`config.mk`:
```
export PLATFORM = sky130hd
export DESIGN_NAME = bin_tape_loader
export DESIGN_NICKNAME = d
export VERILOG_FILES = /design/src/rtl/bin_tape_loader.sv
export SDC_FILE = /design/constraint.sdc
export NUM_CORES = 1
export LEC_CHECK = 0
export CAP_MARGIN = 5
export CORE_ASPECT_RATIO = 2
export CORE_MARGIN = 5
export CORE_UTILIZATION = 45
export DETAILED_ROUTE_END_ITERATION = 6
export MAX_ROUTING_LAYER = met4
export SYNTH_ARGS = -nofsm -noshare
export SYNTH_HDL_FRONTEND = slang
export SYNTH_SLANG_ARGS = --single-unit
```
`constraint.sdc`:
```
create_clock -name clk -period 4.02 [get_ports clk]
set_clock_uncertainty 0.2 [all_clocks]
set_input_delay 1.206 -clock clk [delete_from_list [all_inputs] [get_ports clk]]
set_output_delay 1.206 -clock clk [all_outputs]
set_load 0.02 [all_outputs]
```
`src/rtl/bin_tape_loader.sv`:
```
// ---------------------------------------------------------------------------
// bin_tape_loader
//   Writer side of main memory. It takes a PDP-8 BIN paper-tape byte stream
//   from the console receiver, decodes the leader, origin, data, field-setting
//   and trailer frames, and writes the decoded 12-bit words into the 32K x 12
//   RAM through the memory arbiter. It also verifies the tape checksum.
//
//   Every data word is held "pending" until the next frame arrives. A data
//   frame that is followed by the trailer is the checksum, so it is never
//   written to memory.
//
// Optional feature (compile-time macro BIN_RUBOUT_EN):
//   When the macro is defined, byte 0xFF toggles an ignore flag. While the flag
//   is set, every byte is consumed and discarded. When the macro is undefined,
//   0xFF is treated like any other bit7=1 byte.
//
// Parameters:
//   addr_width  memory address width (15 = 3-bit field + 12-bit word; 13 keeps
//               only the low field bit)
//   data_width  memory word width, fixed at 12
//
// Ports:
//   clk        system clock, rising edge
//   reset_n    asynchronous active-low reset
//   start      one-cycle pulse that arms the loader
//   rx_data    tape byte
//   rx_valid   rx_data is valid
//   rx_ready   loader accepts the byte (a transfer needs rx_valid & rx_ready)
//   mem_req    memory port request to the arbiter
//   mem_gnt    arbiter grant
//   mem_addr   write address
//   mem_din    write data
//   mem_we     one-cycle write strobe
//   busy       loader armed or active
//   done       trailer reached; sticky until the next start
//   cksum_err  checksum mismatch or framing error; sticky until the next start
// ---------------------------------------------------------------------------
module bin_tape_loader #(
    parameter int addr_width = 15,
    parameter int data_width = 12
) (
    input  logic                  clk,
    input  logic                  reset_n,
    input  logic                  start,
    input  logic [7:0]            rx_data,
    input  logic                  rx_valid,
    output logic                  rx_ready,
    output logic                  mem_req,
    input  logic                  mem_gnt,
    output logic [addr_width-1:0] mem_addr,
    output logic [data_width-1:0] mem_din,
    output logic                  mem_we,
    output logic                  busy,
    output logic                  done,
    output logic                  cksum_err
);

    typedef enum logic [2:0] {
        S_IDLE, S_LEADER, S_HIGH, S_LOW, S_WRITE, S_ERROR
    } state_t;

    state_t                state_q, state_d;
    logic [2:0]            field_q, field_d;
    logic [11:0]           origin_q, origin_d;
    logic [11:0]           sum_q, sum_d;
    logic [data_width-1:0] pend_word_q, pend_word_d;
    logic [addr_width-1:0] pend_addr_q, pend_addr_d;
    logic [7:0]            pend_bsum_q, pend_bsum_d;  // sum of the pending frame's two bytes
    logic                  pend_vld_q, pend_vld_d;
    logic [5:0]            hi6_q, hi6_d;
    logic                  is_org_q, is_org_d;
    logic [6:0]            lo7_q, lo7_d;              // low byte of the frame waiting behind a commit
    logic                  frames_q, frames_d;
    logic                  done_q, done_d;
    logic                  err_q, err_d;
`ifdef BIN_RUBOUT_EN
    logic                  ign_q, ign_d;
`endif

    logic [14:0] full_addr;
    logic        accept;
    logic        take;     // accepted byte that the frame decoder actually sees

    // A 13-bit address keeps only the low bit of the field.
    assign full_addr = {field_q, origin_q};
    assign accept    = rx_valid & rx_ready;

    // State and datapath registers
    always_ff @(posedge clk or negedge reset_n) begin
        if (!reset_n) begin
            state_q     <= S_IDLE;
            field_q     <= '0;
            origin_q    <= '0;
            sum_q       <= '0;
            pend_word_q <= '0;
            pend_addr_q <= '0;
            pend_bsum_q <= '0;
            pend_vld_q  <= 1'b0;
            hi6_q       <= '0;
            is_org_q    <= 1'b0;
            lo7_q       <= '0;
            frames_q    <= 1'b0;
            done_q      <= 1'b0;
            err_q       <= 1'b0;
`ifdef BIN_RUBOUT_EN
            ign_q       <= 1'b0;
`endif
        end else begin
            state_q     <= state_d;
            field_q     <= field_d;
            origin_q    <= origin_d;
            sum_q       <= sum_d;
            pend_word_q <= pend_word_d;
            pend_addr_q <= pend_addr_d;
            pend_bsum_q <= pend_bsum_d;
            pend_vld_q  <= pend_vld_d;
            hi6_q       <= hi6_d;
            is_org_q    <= is_org_d;
            lo7_q       <= lo7_d;
            frames_q    <= frames_d;
            done_q      <= done_d;
            err_q       <= err_d;
`ifdef BIN_RUBOUT_EN
            ign_q       <= ign_d;
`endif
        end
    end

    // Next-state and datapath update logic
    always_comb begin
        state_d     = state_q;
        field_d     = field_q;
        origin_d    = origin_q;
        sum_d       = sum_q;
        pend_word_d = pend_word_q;
        pend_addr_d = pend_addr_q;
        pend_bsum_d = pend_bsum_q;
        pend_vld_d  = pend_vld_q;
        hi6_d       = hi6_q;
        is_org_d    = is_org_q;
        lo7_d       = lo7_q;
        frames_d    = frames_q;
        done_d      = done_q;
        err_d       = err_q;
`ifdef BIN_RUBOUT_EN
        ign_d       = ign_q;
        take        = accept && !ign_q && (rx_data != 8'hFF);
        if (accept && (rx_data == 8'hFF)) ign_d = !ign_q;
`else
        take        = accept;
`endif

        case (state_q)
            S_IDLE, S_ERROR: begin
                if (start) begin
                    done_d     = 1'b0;
                    err_d      = 1'b0;
                    sum_d      = '0;
                    origin_d   = '0;
                    field_d    = '0;
                    pend_vld_d = 1'b0;
                    frames_d   = 1'b0;
`ifdef BIN_RUBOUT_EN
                    ign_d      = 1'b0;
`endif
                    state_d    = S_LEADER;
                end else begin
                    state_d    = S_IDLE;
                end
            end

            S_LEADER: begin
                // The first byte with bit7 clear is already the high byte of frame one.
                if (take && !rx_data[7]) begin
                    hi6_d    = rx_data[5:0];
                    is_org_d = rx_data[6];
                    state_d  = S_LOW;
                end
            end

            S_HIGH: begin
                if (take) begin
                    if (rx_data == 8'h80) begin
                        // Trailer: whatever is still pending is the checksum word.
                        if (pend_vld_q) err_d = (sum_q != pend_word_q);
                        else            err_d = frames_q;
                        done_d  = 1'b1;
                        state_d = S_IDLE;
                    end else if ((rx_data & 8'hC7) == 8'hC0) begin
                        field_d = rx_data[5:3];
                    end else if (!rx_data[7]) begin
                        hi6_d    = rx_data[5:0];
                        is_org_d = rx_data[6];
                        state_d  = S_LOW;
                    end
                end
            end

            S_LOW: begin
                if (take) begin
                    if (rx_data[7]) begin
                        err_d   = 1'b1;
                        state_d = S_ERROR;
                    end else begin
                        frames_d = 1'b1;
                        if (is_org_q) begin
                            sum_d    = sum_q + 12'({2'b01, hi6_q}) + 12'(rx_data);
                            origin_d = {hi6_q, rx_data[5:0]};
                            state_d  = S_HIGH;
                        end else if (pend_vld_q) begin
                            // Commit the old word first; the new one follows in WRITE.
                            lo7_d   = rx_data[6:0];
                            state_d = S_WRITE;
                        end else begin
                            pend_word_d = {hi6_q, rx_data[5:0]};
                            pend_addr_d = full_addr[addr_width-1:0];
                            pend_bsum_d = {2'b00, hi6_q} + {1'b0, rx_data[6:0]};
                            pend_vld_d  = 1'b1;
                            origin_d    = origin_q + 12'd1;
                            state_d     = S_HIGH;
                        end
                    end
                end
            end

            S_WRITE: begin
                if (mem_gnt) begin
                    sum_d       = sum_q + 12'(pend_bsum_q);
                    pend_word_d = {hi6_q, lo7_q[5:0]};
                    pend_addr_d = full_addr[addr_width-1:0];
                    pend_bsum_d = {2'b00, hi6_q} + {1'b0, lo7_q};
                    origin_d    = origin_q + 12'd1;
                    state_d     = S_HIGH;
                end
            end

            default: state_d = S_IDLE;
        endcase
    end

    // Outputs decoded from the registered state
    always_comb begin
        rx_ready  = (state_q == S_LEADER) || (state_q == S_HIGH) || (state_q == S_LOW);
        mem_req   = (state_q == S_WRITE);
        mem_we    = (state_q == S_WRITE) && mem_gnt;
        busy      = (state_q != S_IDLE) && (state_q != S_ERROR);
        done      = done_q;
        cksum_err = err_q;
        mem_addr  = pend_addr_q;
        mem_din   = pend_word_q;
    end

endmodule

```
==> qor.yml <==
synth:
  yosys_most_used_dff: "dfrtp_1"
  avgSynthCellArea_sq_um: 9.234
  ys_seq_share_pct: 39.19
  synthesis.area_sq_um: 5300
  fp_nets: 621
  ys_area_sq_um: 5300
  synthDistinctLibCells: 69
  async_reset_ff_share_pct: 100.0
  syn_inst: 574
  ys_seq_elements: 83
  synth-edff-count: 0
  yosys_cells: 574
  ys_warn_count: 0
floorplanning:
  dieHeight_um: 163.5
  die_area_sq_um: 14180
  rows: 56
  core_sq_um: 11630
  dieWidth_um: 86.74
  io_pins: 46
  initCoreUtil_pct: 45.57
placed_design:
  hpwl_mm: 11.73
  port_buffers: 45
  gp_congestion: 0.9300
  placedCellCount: 779
clock_network:
  cts_hold_buf: 0
  cts-resized-gates: 8
  htree_levels: 3
  clkLatencyLatePin_ps: 350
  tritoncts: "yes"
  cts_sinks: 83
  post_cts_buffers: 0
  cts.path.max_buffers: 2
  clkSlewWorstSetupHoldPaths_ps: 70
  cts_buffers: 9
  cts-root-buf: "clkbuf_16"
min_path:
  holdPathStages: 2
  hold_path_class: "reg -> reg"
  min_to: "mem_addr[2]"
  hold_start: "mem_addr[2]"
final_timing:
  grt_setup_unrepaired: "no"
  fmax_ghz: 0.2548
  slew_headroom_pct: 19.28
  post-route-period-util_pct: 97.63
  final-hold-violation-count: 0
  drv_slew: 0
  fin_crit_ps: 3925
  max_slew.worst_pin.slew_ps: 1204
  setup_viol: 0
layout:
  drive_above_1_share_pct: 15.08
  area_growth_pct: 20.59
  nNetsFinal: 692
  diodes: 0
  fill_cells: 1136
  fin_cells: 795
setup_path:
  r2r-start: "state_q[1]"
  critPathArrivalTime_ps: 2520
  cpPeakStageDelay_ps: 410
  rr_worst_depth: 13
  worstReg2RegEnd: "pend_bsum_q[6]"
  crit_end: "mem_we"
  cp-end-kind: "primary output"
  r2r_setup_slack_ps: 680
  critPathSlowestCell: "clkdlybuf4s50_1"
  startpoint: "mem_gnt"
  cp.required_ps: 2610
  path_class: "in -> out"
  path_max_fanout: 2
  crit_chain: "clkdlybuf4s50_1 > nand2b_1 > a221o_1 > nand3_2 > nor2_4 > buf_2"
  cp-start-kind: "input pin"
detailed_routing:
  avgViaCountPerCell: 5.688
  wirelength_mm: 14.98
  drc: 0
  wl_per_cell_um: 18.84
  ant_nets: 0
  vias: 4522
  drt_iter0_drc: 208
power:
  p_leak_nw: 2.883
  power.density_nw_per_um2: 812.5
  vdd.ir_drop.worst_uv: 334.7
outcome:
  status: "finished clean"
global_routing:
  grt_usage_pct: 23.37
  grt_pass1_wl_mm: 24.62
  grt_pass1_vias: 4738
  antenna_found_initial: 0
  overflow: 0
  grt_max_degree: 53
flow_run:
  log.warning_count: 26
  drv_cap: 0
-- layout by cell type, fill, tap and decap left out, drive strengths merged, types with 3 or more instances in the layout --
cell type      netlist  routed
nor4                 4       4
nor3                 7       7
o21a                 4       4
fa                   9       9
a2bb2oi              3       3
clkdlybuf4s50        0      42
o21ai               56      56
a32o                 4       4
clkbuf               5       9
ha                  25      25
a211oi               8       8
a22oi                8       8
nand2              123     123
buf                 18      40
o31ai                7       7
a21oi               20      20
nand3               15      15
a22o                 7       7
a31oi                3       3
xor2                 7       7
dfrtp               83      83
and3                 3       3
nor2b                8       8
nor2                29      29
a21o                 5       5
nand2b               3       3
nand4                5       5
xnor2               18      18
o41ai                3       3
o21bai               4       4
or3                  3       3
o211ai               5       5
mux2                14      14
inv                 26      32
nor3b                3       3
-- power by group --
part	internal [mW]	leakage, nW	switching (mW)	total, mW
registers	1.15	1.10	0.383	1.53
clock network	0.436	0.141	0.379	0.815
logic	1.25	1.65	1.60	2.84
-- per-stage QoR --
stage               instance area [sq um]  setup TNS, ps  setup WS [ps]  utilization, %  total power [mW]
detailed placement                   6086          -1900         -521.2           52.32             4.366
finish                               6391              0          95.42           54.95             5.193
floorplan                            5300              0          258.2               -             3.344
CTS                                  6389              0          48.30           54.93             5.224
global route                         6391              0          8.422           54.95             5.599
global placement                     6086          -1343         -502.9           52.32             4.304
-- logic make-up after synthesis --
kind of cell	synth area share [%]
compound gates	20.68
xor+xnor	4.131
fa+ha+maj	9.301
buf+inv	4.910
flops	39.19
mux	3.352
simple gates	18.44
-- metal layers --
layer	GRT usage, %	vias to the layer above	part of all wire [%]
met2	39.71	124	54
li1	-	2183	-
met5	-	-	0
met4	12.98	0	4.9
met3	3.231	45	3.1
met1	25.86	2170	38
-- sequential cells by signal, indices dropped and copies added (netlist names) --
register     count
origin_q        12
done             1
field_q          3
frames_q         1
cksum_err        1
is_org_q         1
mem_addr        15
mem_din         12
sum_q           12
pend_bsum_q      8
hi6_q            6
state_q          3
lo7_q            7
pend_vld_q       1
-- layout make-up --
type                            count  area, sq um  area share (%)
Multi-Input combinational cell    441         2980           46.63
Sequential cell                    83         2077           32.50
Timing Repair Buffer               83        755.7           11.82
Clock buffer                        9        225.2           3.524
Tap cell                          145        181.4           2.839
Inverter                           27        106.4           1.664
Clock inverter                      7        65.06           1.018
-- worst max-delay path, delay by kind of cell --
| kind | cells | cell delay (ps) |
|---|---|---|
| and+or+nand+nor | 3 | 340 |
| buffers and inverters | 2 | 580 |
| AOI/OAI and AO/OA | 1 | 390 |
-- synth_stat cells (6+ instances only) --
library cell / count / area (sq um)
nand2_1: 122 / 457.9
o21ai_2: 16 / 140.1
inv_1: 26 / 97.59
a22oi_1: 7 / 52.55
xnor2_1: 18 / 157.7
fa_1: 9 / 180.2
buf_6: 7 / 78.83
xor2_1: 7 / 61.31
o21ai_0: 37 / 185.2
nor2b_1: 8 / 50.05
buf_2: 9 / 45.04
ha_1: 25 / 312.8
a211oi_1: 8 / 60.06
nor2_1: 28 / 105.1
nand3_1: 15 / 75.07
mux2_2: 14 / 157.7
nor3_1: 6 / 30.03
a22o_1: 7 / 61.31
dfrtp_1: 83 / 2077
a21oi_1: 20 / 100.1
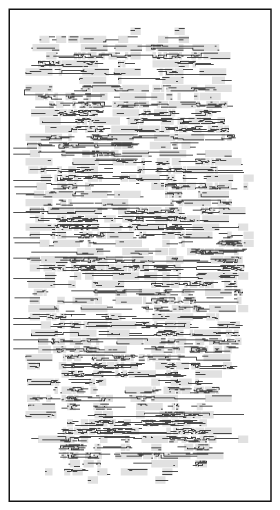
*Metal 1*
Drawn at 3 px/um. Cells faint in the background.
- wire length on this layer: 5,620 um
- longest straight run: 29.0 um
- share of all routed wire: 38%
- main direction: horizontal
- nets with wire on the layer: 641

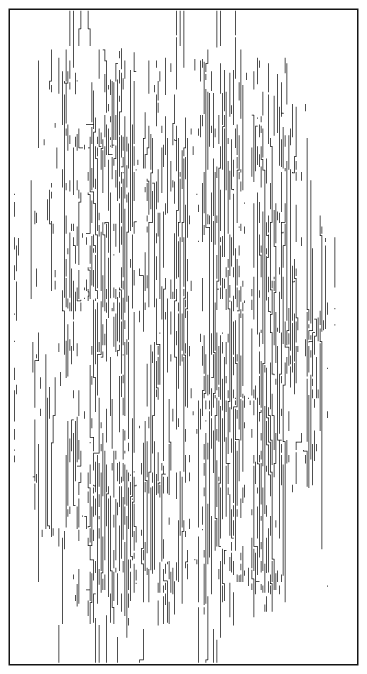
*Metal 2*
Drawn at 4 px/um.
- main direction: vertical
- nets with wire on the layer: 581

Power and IR drop assume default switching activity.
